Design fetch_unit, sky130hd; sources not shown.
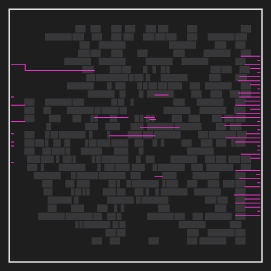
**Above:** the metal 3 layer.
(3 px per um)
main direction	horizontal
share of all routed wire	6.3%
longest straight run	23.0 um
wire length on this layer	279 um
nets with wire on the layer	49
routed wire length: 4470 um
vias: 1543
GR Layer Usage met3: 0.0395

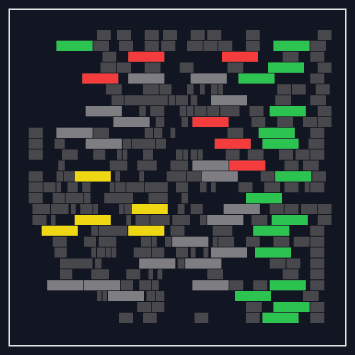
**Above:** register map, names as in the netlist.
(4 px per um) Other sequential cells in the stronger gray, the rest of the logic in the fainter gray.
color	name in the netlist	flops
red	`out_pc`	6
yellow	`u_alloc.o_count`	5
green	`out_instr`	16
not colored	19
register area: 1150 sq um
fraction of area in registers: 0.368

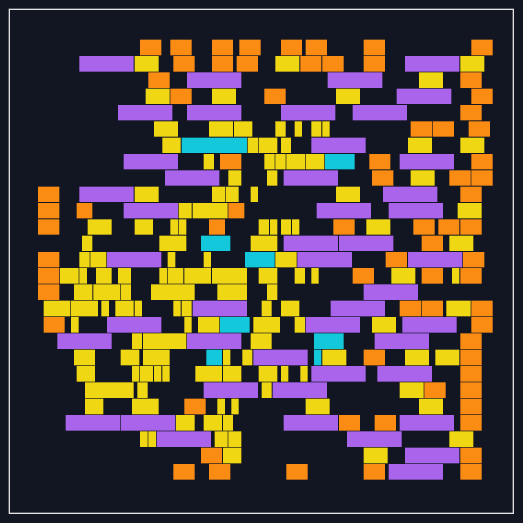
**Above:** cell classes on the final placement.
(6 px per um)
color	class	cells
orange	other buffers and delay cells	72
purple	flops	46
cyan	clock drivers and dummy loads	8
yellow	combinational and other logic	130
Core Region: 5680 sq um
final core occ: 0.550
final instance area: 3120 sq um
Rows: 27

==> impl_metrics.toml <==
# generated from flow reports
[setup_path]
crit_path_end_kind = "register"
worstPathRequired_ps = 3430
criticalPathCategory = "reg2reg"
path_cells = "inv_1 -> ha_1 -> nand4bb_2 -> inv_2 -> nor3_4 -> or2_2 -> nand2_1 -> ha_1 -> inv_1 -> fa_1 -> nor2b_1 -> o21bai_1 -> a21oi_1 -> nor3b_1"
critPathBufInv = 3

[power]
power_density_nw_per_um2 = 721
pg_comb_uw = 976
power.internal_uw = 1530
leakage_uw = 0.00136

[cells_and_area]
seq_cell_count = 46
layout_top_cells = "69 x clkdlybuf4s50_1, 46 x dfrtp_1, 19 x mux2_1, 11 x nand2_1, 11 x inv_1"
clkCellAreaFrac = 0.0352
antenna_cells = 0

[synth]
synthAdderAreaFrac = 0.0738
most_common_cell = "dfrtp_1"
largest_area_cell = "dfrtp_1"
aoi_share = 0.0358
ys_seq_frac = 0.515
xor_share = 0.0766
syn_inst = 181
syn_area_per_cell_sq_um = 12.4

[clock_network]
cts_made_buffers = 5
cts-root-buf = "clkbuf_8"
ctsHtreeMaxLevel = 2
clock.latency.late_pin_ps = 290
cts_tree = "built"
postCtsSetupBuffers = 0

[timing]
worst_clock_skew_ps = 4.41
finalSetupViolCount = 0
max-slew-margin-rel = 0.362
tightest_slew_ps = 956
rsz0062_at_grt = "false"
finalHoldViolations = 0
min_period_over_period = 0.822
fin_ws_ps = 579

[drt]
firstDrtPassIters = 4
wl_met2_um = 1950
route.detailed.drc = 0
wl_met1_um = 2200
drt_iter0_drc = 36

[die]
fp-utilization = 0.394
taps = 72
io_pins = 70
die-area_sq_um = 7020

[grt]
antenna_found_initial = 0
grt-ovfl-total = 0
grt.busiest_layer = "met2"
use_met2 = 0.205
use_met1 = 0.190

[status]
status = "completed"

[place]
numPortBuffers = 69

[min_path]
hold_class = "reg2reg"
